`config.mk`:
```
export PLATFORM = sky130hd
export DESIGN_NAME = sram_port0_arbiter
export DESIGN_NICKNAME = d
export VERILOG_FILES = /design/src/rtl/as1x00_sram_pkg.sv /design/src/rtl/sram_port0_arbiter_rr_arb2.sv /design/src/rtl/sram_port0_arbiter.sv
export SDC_FILE = /design/constraint.sdc
export NUM_CORES = 1
export LEC_CHECK = 0
export CAP_MARGIN = 30
export CORE_MARGIN = 10
export CORE_UTILIZATION = 30
export CTS_BUF_LIST = sky130_fd_sc_hd__clkbuf_8
export DETAILED_ROUTE_END_ITERATION = 6
export PLACE_DENSITY = 0.73
export SYNTH_ARGS = -nofsm -noshare
export SYNTH_HDL_FRONTEND = slang
export SYNTH_SLANG_ARGS = --single-unit
```
`constraint.sdc`:
```
create_clock -name wb_clk_i -period 1.9 [get_ports wb_clk_i]
set_input_delay 0.285 -clock wb_clk_i [delete_from_list [all_inputs] [get_ports wb_clk_i]]
set_output_delay 0.285 -clock wb_clk_i [all_outputs]
set_load 0.01 [all_outputs]
```
`src/rtl/as1x00_sram_pkg.sv`:
```
// Shared definitions for the port-0 SRAM arbiter: FSM states, owner codes
// and the geometry of the 32x512 OpenRAM macro.
package as1x00_sram_pkg;

    typedef enum logic [1:0] {
        IDLE = 2'd0,
        REQ  = 2'd1,
        RESP = 2'd2
    } sram_state_e;

    // Identity of the requester that owns the access in flight.
    localparam logic OWN_WB   = 1'b0;
    localparam logic OWN_CORE = 1'b1;

    localparam int SRAM_ADR_W  = 9;
    localparam int SRAM_DW     = 32;
    localparam int SRAM_MASK_W = 4;

endpackage

```
`src/rtl/sram_port0_arbiter_rr_arb2.sv`:
```
// Two-input picker: Wishbone vs core. Strict Wishbone priority when
// prio_wb_i is set, otherwise round-robin on ties using a last-grant flag.
module rr_arb2
    import as1x00_sram_pkg::*;
(
    input  logic clk_i,
    input  logic rst_ni,
    input  logic en_i,
    input  logic prio_wb_i,
    input  logic req_wb_i,
    input  logic req_core_i,
    output logic gnt_wb_o,
    output logic gnt_core_o
);

    logic last_q;
    logic last_d;

    // Pick a winner while enabled and remember who got the last grant.
    always_comb begin
        gnt_wb_o   = 1'b0;
        gnt_core_o = 1'b0;
        last_d     = last_q;
        if (en_i) begin
            if (req_wb_i && (prio_wb_i || !req_core_i || (last_q == OWN_CORE))) begin
                gnt_wb_o = 1'b1;
            end else if (req_core_i) begin
                gnt_core_o = 1'b1;
            end
            if (gnt_wb_o) begin
                last_d = OWN_WB;
            end else if (gnt_core_o) begin
                last_d = OWN_CORE;
            end
        end
    end

    // Last-grant register; resets to CORE so Wishbone wins the first tie.
    always_ff @(posedge clk_i) begin
        if (!rst_ni) begin
            last_q <= OWN_CORE;
        end else begin
            last_q <= last_d;
        end
    end

endmodule

```
`src/rtl/sram_port0_arbiter.sv`:
```
// Port-0 sharer for the OpenRAM macro: decodes the Wishbone window,
// arbitrates against the core data requester and drives registered SRAM
// controls through a three-state IDLE/REQ/RESP sequence.
module sram_port0_arbiter
    import as1x00_sram_pkg::*;
#(
    parameter logic [31:0] WB_BASE = 32'h3000_0000,
    parameter int          ADR_W   = SRAM_ADR_W,
    parameter int          DATA_W  = SRAM_DW
) (
    input  logic                wb_clk_i,
    input  logic                wb_rst_n,
    input  logic                wbs_cyc_i,
    input  logic                wbs_stb_i,
    input  logic                wbs_we_i,
    input  logic [DATA_W/8-1:0] wbs_sel_i,
    input  logic [31:0]         wbs_adr_i,
    input  logic [DATA_W-1:0]   wbs_dat_i,
    output logic                wbs_ack_o,
    output logic [DATA_W-1:0]   wbs_dat_o,
    input  logic                wb_priority,
    input  logic                core_req,
    input  logic                core_we,
    input  logic [ADR_W-1:0]    core_addr,
    input  logic [DATA_W-1:0]   core_wdata,
    input  logic [DATA_W/8-1:0] core_wmask,
    output logic                core_gnt,
    output logic                core_done,
    output logic [DATA_W-1:0]   core_rdata,
    output logic                sram_csb0,
    output logic                sram_web0,
    output logic [DATA_W/8-1:0] sram_wmask0,
    output logic [ADR_W-1:0]    sram_addr0,
    output logic [DATA_W-1:0]   sram_din0,
    input  logic [DATA_W-1:0]   sram_dout0
);

    localparam int MASK_W = DATA_W / 8;

    sram_state_e        state_q, state_d;
    logic               owner_q, owner_d;
    logic               csb0_q, csb0_d;
    logic               web0_q, web0_d;
    logic [MASK_W-1:0]  wmask0_q, wmask0_d;
    logic [ADR_W-1:0]   addr0_q, addr0_d;
    logic [DATA_W-1:0]  din0_q, din0_d;
    logic [DATA_W-1:0]  core_rdata_q, core_rdata_d;

    logic               wb_hit;
    logic [ADR_W-1:0]   wb_word;
    logic               gnt_wb;
    logic               gnt_core;
    logic               in_idle;
    logic               unused_adr_bits;

    // Byte-offset bits never reach the word-addressed macro.
    assign unused_adr_bits = ^wbs_adr_i[1:0];

    assign wb_hit  = wbs_cyc_i & wbs_stb_i &
                     (wbs_adr_i[31:ADR_W+2] == WB_BASE[31:ADR_W+2]);
    assign wb_word = wbs_adr_i[ADR_W+1:2];
    assign in_idle = (state_q == IDLE);

    rr_arb2 u_arb (
        .clk_i      (wb_clk_i),
        .rst_ni     (wb_rst_n),
        .en_i       (in_idle),
        .prio_wb_i  (wb_priority),
        .req_wb_i   (wb_hit),
        .req_core_i (core_req),
        .gnt_wb_o   (gnt_wb),
        .gnt_core_o (gnt_core)
    );

    assign sram_csb0   = csb0_q;
    assign sram_web0   = web0_q;
    assign sram_wmask0 = wmask0_q;
    assign sram_addr0  = addr0_q;
    assign sram_din0   = din0_q;

    // Next-state, SRAM register loads and response outputs.
    always_comb begin
        state_d      = state_q;
        owner_d      = owner_q;
        csb0_d       = 1'b1;
        web0_d       = web0_q;
        wmask0_d     = wmask0_q;
        addr0_d      = addr0_q;
        din0_d       = din0_q;
        core_rdata_d = core_rdata_q;
        wbs_ack_o    = 1'b0;
        wbs_dat_o    = '0;
        core_gnt     = 1'b0;
        core_done    = 1'b0;
        core_rdata   = core_rdata_q;

        unique case (state_q)
            IDLE: begin
                if (gnt_wb) begin
                    state_d  = REQ;
                    owner_d  = OWN_WB;
                    csb0_d   = 1'b0;
                    web0_d   = ~wbs_we_i;
                    wmask0_d = wbs_we_i ? wbs_sel_i : {MASK_W{1'b1}};
                    addr0_d  = wb_word;
                    din0_d   = wbs_dat_i;
                end else if (gnt_core) begin
                    state_d  = REQ;
                    owner_d  = OWN_CORE;
                    csb0_d   = 1'b0;
                    web0_d   = ~core_we;
                    wmask0_d = core_we ? core_wmask : {MASK_W{1'b1}};
                    addr0_d  = core_addr;
                    din0_d   = core_wdata;
                end
            end
            REQ: begin
                // The macro samples csb0 at the edge closing this cycle.
                state_d  = RESP;
                core_gnt = (owner_q == OWN_CORE);
            end
            RESP: begin
                state_d = IDLE;
                if (owner_q == OWN_WB) begin
                    // An aborted cycle simply gets no ack; the access itself completed.
                    wbs_ack_o = wbs_cyc_i & wbs_stb_i;
                    if (web0_q) begin
                        wbs_dat_o = sram_dout0;
                    end
                end else begin
                    core_done = 1'b1;
                    if (web0_q) begin
                        core_rdata   = sram_dout0;
                        core_rdata_d = sram_dout0;
                    end
                end
            end
            default: state_d = IDLE;
        endcase
    end

    // State and SRAM-facing registers with synchronous active-low reset.
    always_ff @(posedge wb_clk_i) begin
        if (!wb_rst_n) begin
            state_q      <= IDLE;
            owner_q      <= OWN_WB;
            csb0_q       <= 1'b1;
            web0_q       <= 1'b1;
            wmask0_q     <= '0;
            addr0_q      <= '0;
            din0_q       <= '0;
            core_rdata_q <= '0;
        end else begin
            state_q      <= state_d;
            owner_q      <= owner_d;
            csb0_q       <= csb0_d;
            web0_q       <= web0_d;
            wmask0_q     <= wmask0_d;
            addr0_q      <= addr0_d;
            din0_q       <= din0_d;
            core_rdata_q <= core_rdata_d;
        end
    end

endmodule

```
Figure 1. Met1 routing (run 1).
The bar under the picture is 50 um long.
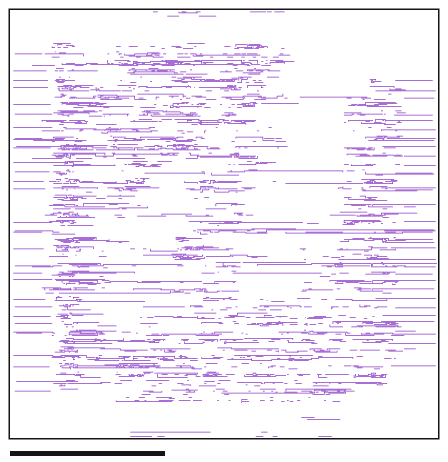
nets with wire on the layer: 821
longest straight run: 54.0 um
wire length on this layer: 6850 um
share of all routed wire: 39%
GR Util met1: 18.26%
Via Count: 4449

Figure 2. Met2 routing (run 1).
The bar under the picture is 50 um long. Cells faint in the background.
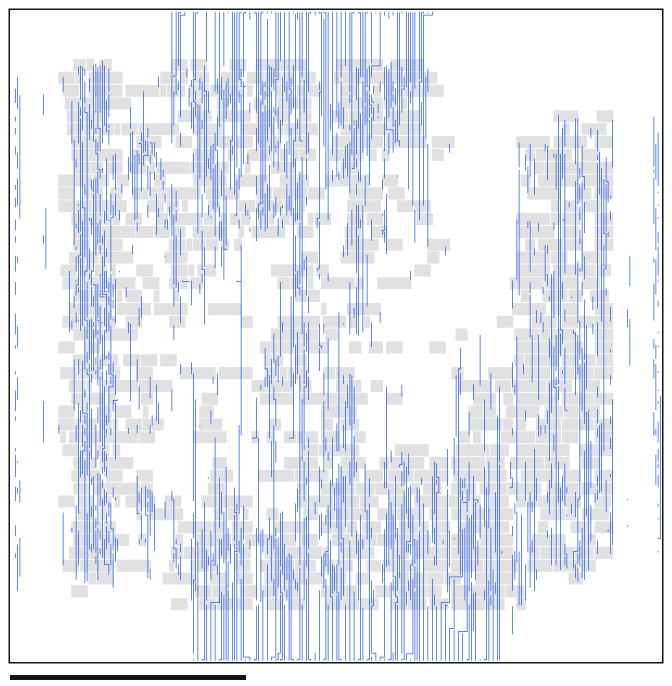
wire length on this layer: 9130 um
share of all routed wire: 52%

==> reports/metrics.cfg, run 1 <==
[min_path]
hold_class=reg -> reg

[final_timing]
skew_ns=0.009972
setup_slack_ns=-0.1788
finalMaxSlewViolations=0
period_minus_slack_ns=2.079
setup_viol_count_final=61
post-route-period-util_pct=109.4
worst_slew_pin_slew_ns=0.3205

[place]
preCtsSetupSlack_ns=-0.2456
portBuffers=264
dpl.hpwl_mm=13.27
dpl_cell_area_um2=7263
dp_cells=882

[global_routing]
met3_usage_pct=5.890
grt.busiest_layer=met2
grt_pass1_vias=4785
grt_max_degree=44

[final_layout]
clkbuf_count=9
layoutNonFillerInstCount=918
ff_count=83
mi_logic_area_um2=2236
nFillCells=1151
lay_top_count=clkdlybuf4s50_1
clock_area_share_pct=2.238
lay_top_cells=197 x clkdlybuf4s50_1, 80 x dfxtp_1, 79 x o211ai_1
design_area_um2=7883
n_all_inverters=50

[setup_path]
r2r_end=sram_addr0[1]$_SDFFE_PN0P_
path_max_fanout=7
cpMostUsedCell=buf_6

[floorplan]
rows=43
fp_util_pct=30.40
dieWidth_um=138.1
dieArea_um2=19080

[route]
wl_met2_mm=9.126
wirelength_mm=17.70
top_layer=met4
initialDrtViolationCount=134

[power_and_ir_drop]
pg_seq_mw=1.86
cellPowerDensity_nw_per_um2=505.0
power_leader=sequential cells
powerComb_mw=0.948
p_int_mw=2.912

[cts]
cts_resized=300
cts.clk_slew.worst_paths_ns=0.09
cts_tree=built

[job]
drv_cap=0

[yosys]
ys_area_um2=4187
synthAoiAreaFrac_pct=17.66
synth.cellmix.simpleShare_pct=20.65
xor_share_pct=0
syn_inst=445
yosys_warnings=0
ys_seq_share_pct=39.69

[outcome]
status=finished, violations left
failed_checks=negative setup slack

Figure 3. M3 wires (run 1).
The bar under the picture is 50 um long. Cells faint in the background.
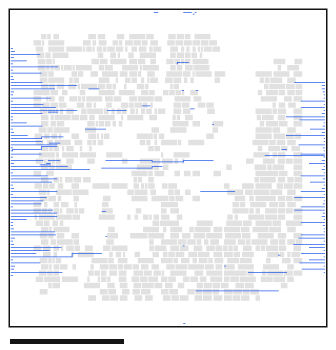
share of all routed wire: 7.3%
wire length on this layer: 1290 um

Figure 4. The metal 4 layer (run 1).
The bar under the picture is 50 um long.
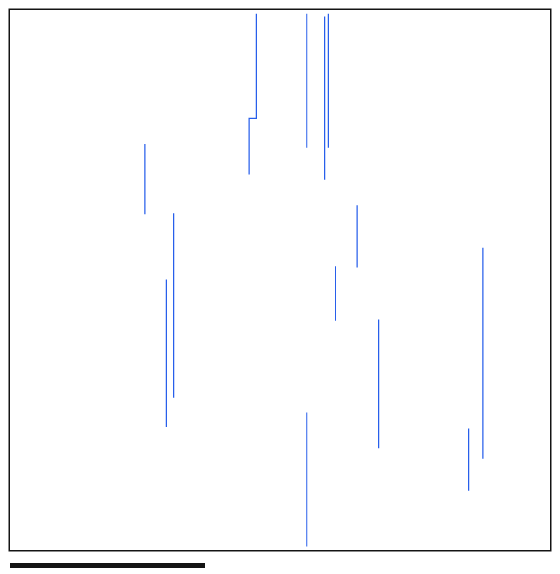
longest straight run: 53.7 um
share of all routed wire: 2.4%

==> run 2, diff against run 1 <==
--- a/config.mk
+++ b/config.mk
@@ -8,9 +8,11 @@
 export CAP_MARGIN = 30
 export CORE_MARGIN = 10
 export CORE_UTILIZATION = 30
-export CTS_BUF_LIST = sky130_fd_sc_hd__clkbuf_8
+export CTS_BUF_LIST = sky130_fd_sc_hd__clkbuf_16
+export CTS_CLUSTER_DIAMETER = 80
 export DETAILED_ROUTE_END_ITERATION = 6
-export PLACE_DENSITY = 0.73
+export DONT_BUFFER_PORTS = 1
+export PLACE_DENSITY = 0.49
 export SYNTH_ARGS = -nofsm -noshare
 export SYNTH_HDL_FRONTEND = slang
 export SYNTH_SLANG_ARGS = --single-unit
Figure 5. Met2 routing (run 2).
The bar under the picture is 50 um long. Cells faint in the background.
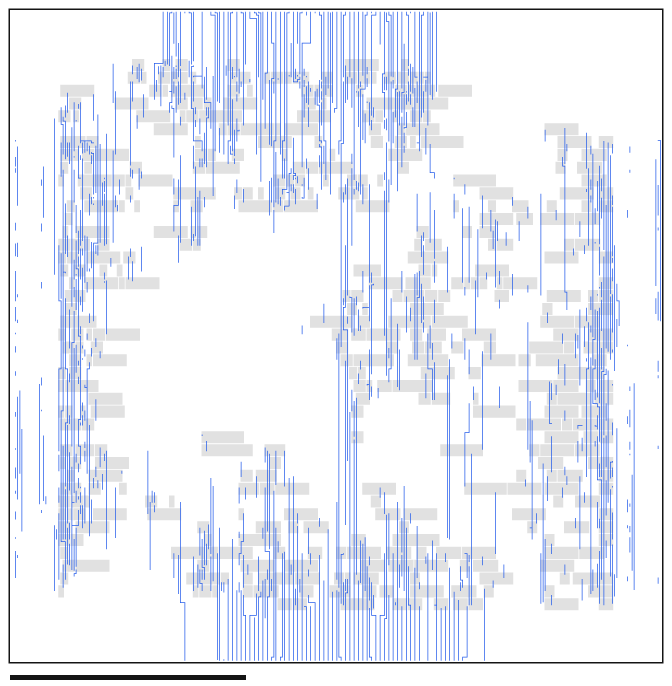
longest straight run: 53.7 um
main direction: vertical
wire length on this layer: 7280 um
Via Count: 3357
grt met2 use: 23.54%
Total Routed Length: 14.90 mm

==> reports/metrics.cfg, run 2 <==
[outcome]
status=complete, no violations

[power_and_ir_drop]
p_int_mw=2.983  ; +2.4%
cellPowerDensity_nw_per_um2=776.5  ; +54%
power_leader=sequential cells
powerComb_mw=0.337  ; -64%

[final_layout]
nFillCells=1374  ; +19%
clkbuf_count=9  ; unchanged
mi_logic_area_um2=2251  ; +0.67%
layoutNonFillerInstCount=635  ; -31%
n_all_inverters=50  ; unchanged
clock_area_share_pct=5.456  ; +3.2 points
lay_top_cells=79 x o211ai_1, 79 x dfxtp_1, 52 x inv_1
ff_count=83  ; unchanged
design_area_um2=5045  ; -36%

[global_routing]
grt.busiest_layer=met2
met3_usage_pct=7.534  ; +1.6 points
grt_max_degree=45  ; +2.3%

[final_timing]
finalMaxSlewViolations=0  ; unchanged
setup_slack_ns=0.02998  ; +0.2087 ns
period_minus_slack_ns=1.870  ; -0.2087 ns
skew_ns=0.004013  ; -0.005959 ns
worst_slew_pin_slew_ns=0.4186  ; +0.09812 ns
post-route-period-util_pct=98.42  ; -11 points

[cts]
cts_tree=built
cts.clk_slew.worst_paths_ns=0.06  ; -0.03 ns
cts_resized=35  ; -88%

[place]
portBuffers=0  ; -100%
dpl.hpwl_mm=10.83  ; -18%
dp_cells=604  ; -32%
preCtsSetupSlack_ns=0.1891  ; +0.4347 ns

[yosys]
synthAoiAreaFrac_pct=17.66  ; unchanged
yosys_warnings=0  ; unchanged
xor_share_pct=0  ; unchanged
syn_inst=445  ; unchanged
ys_seq_share_pct=39.69  ; unchanged

[route]
top_layer=met4
wl_met2_mm=7.282  ; -20%
initialDrtViolationCount=104  ; -22%

[floorplan]
dieWidth_um=138.1  ; unchanged
fp_util_pct=30.40  ; unchanged

[job]
drv_cap=0  ; unchanged

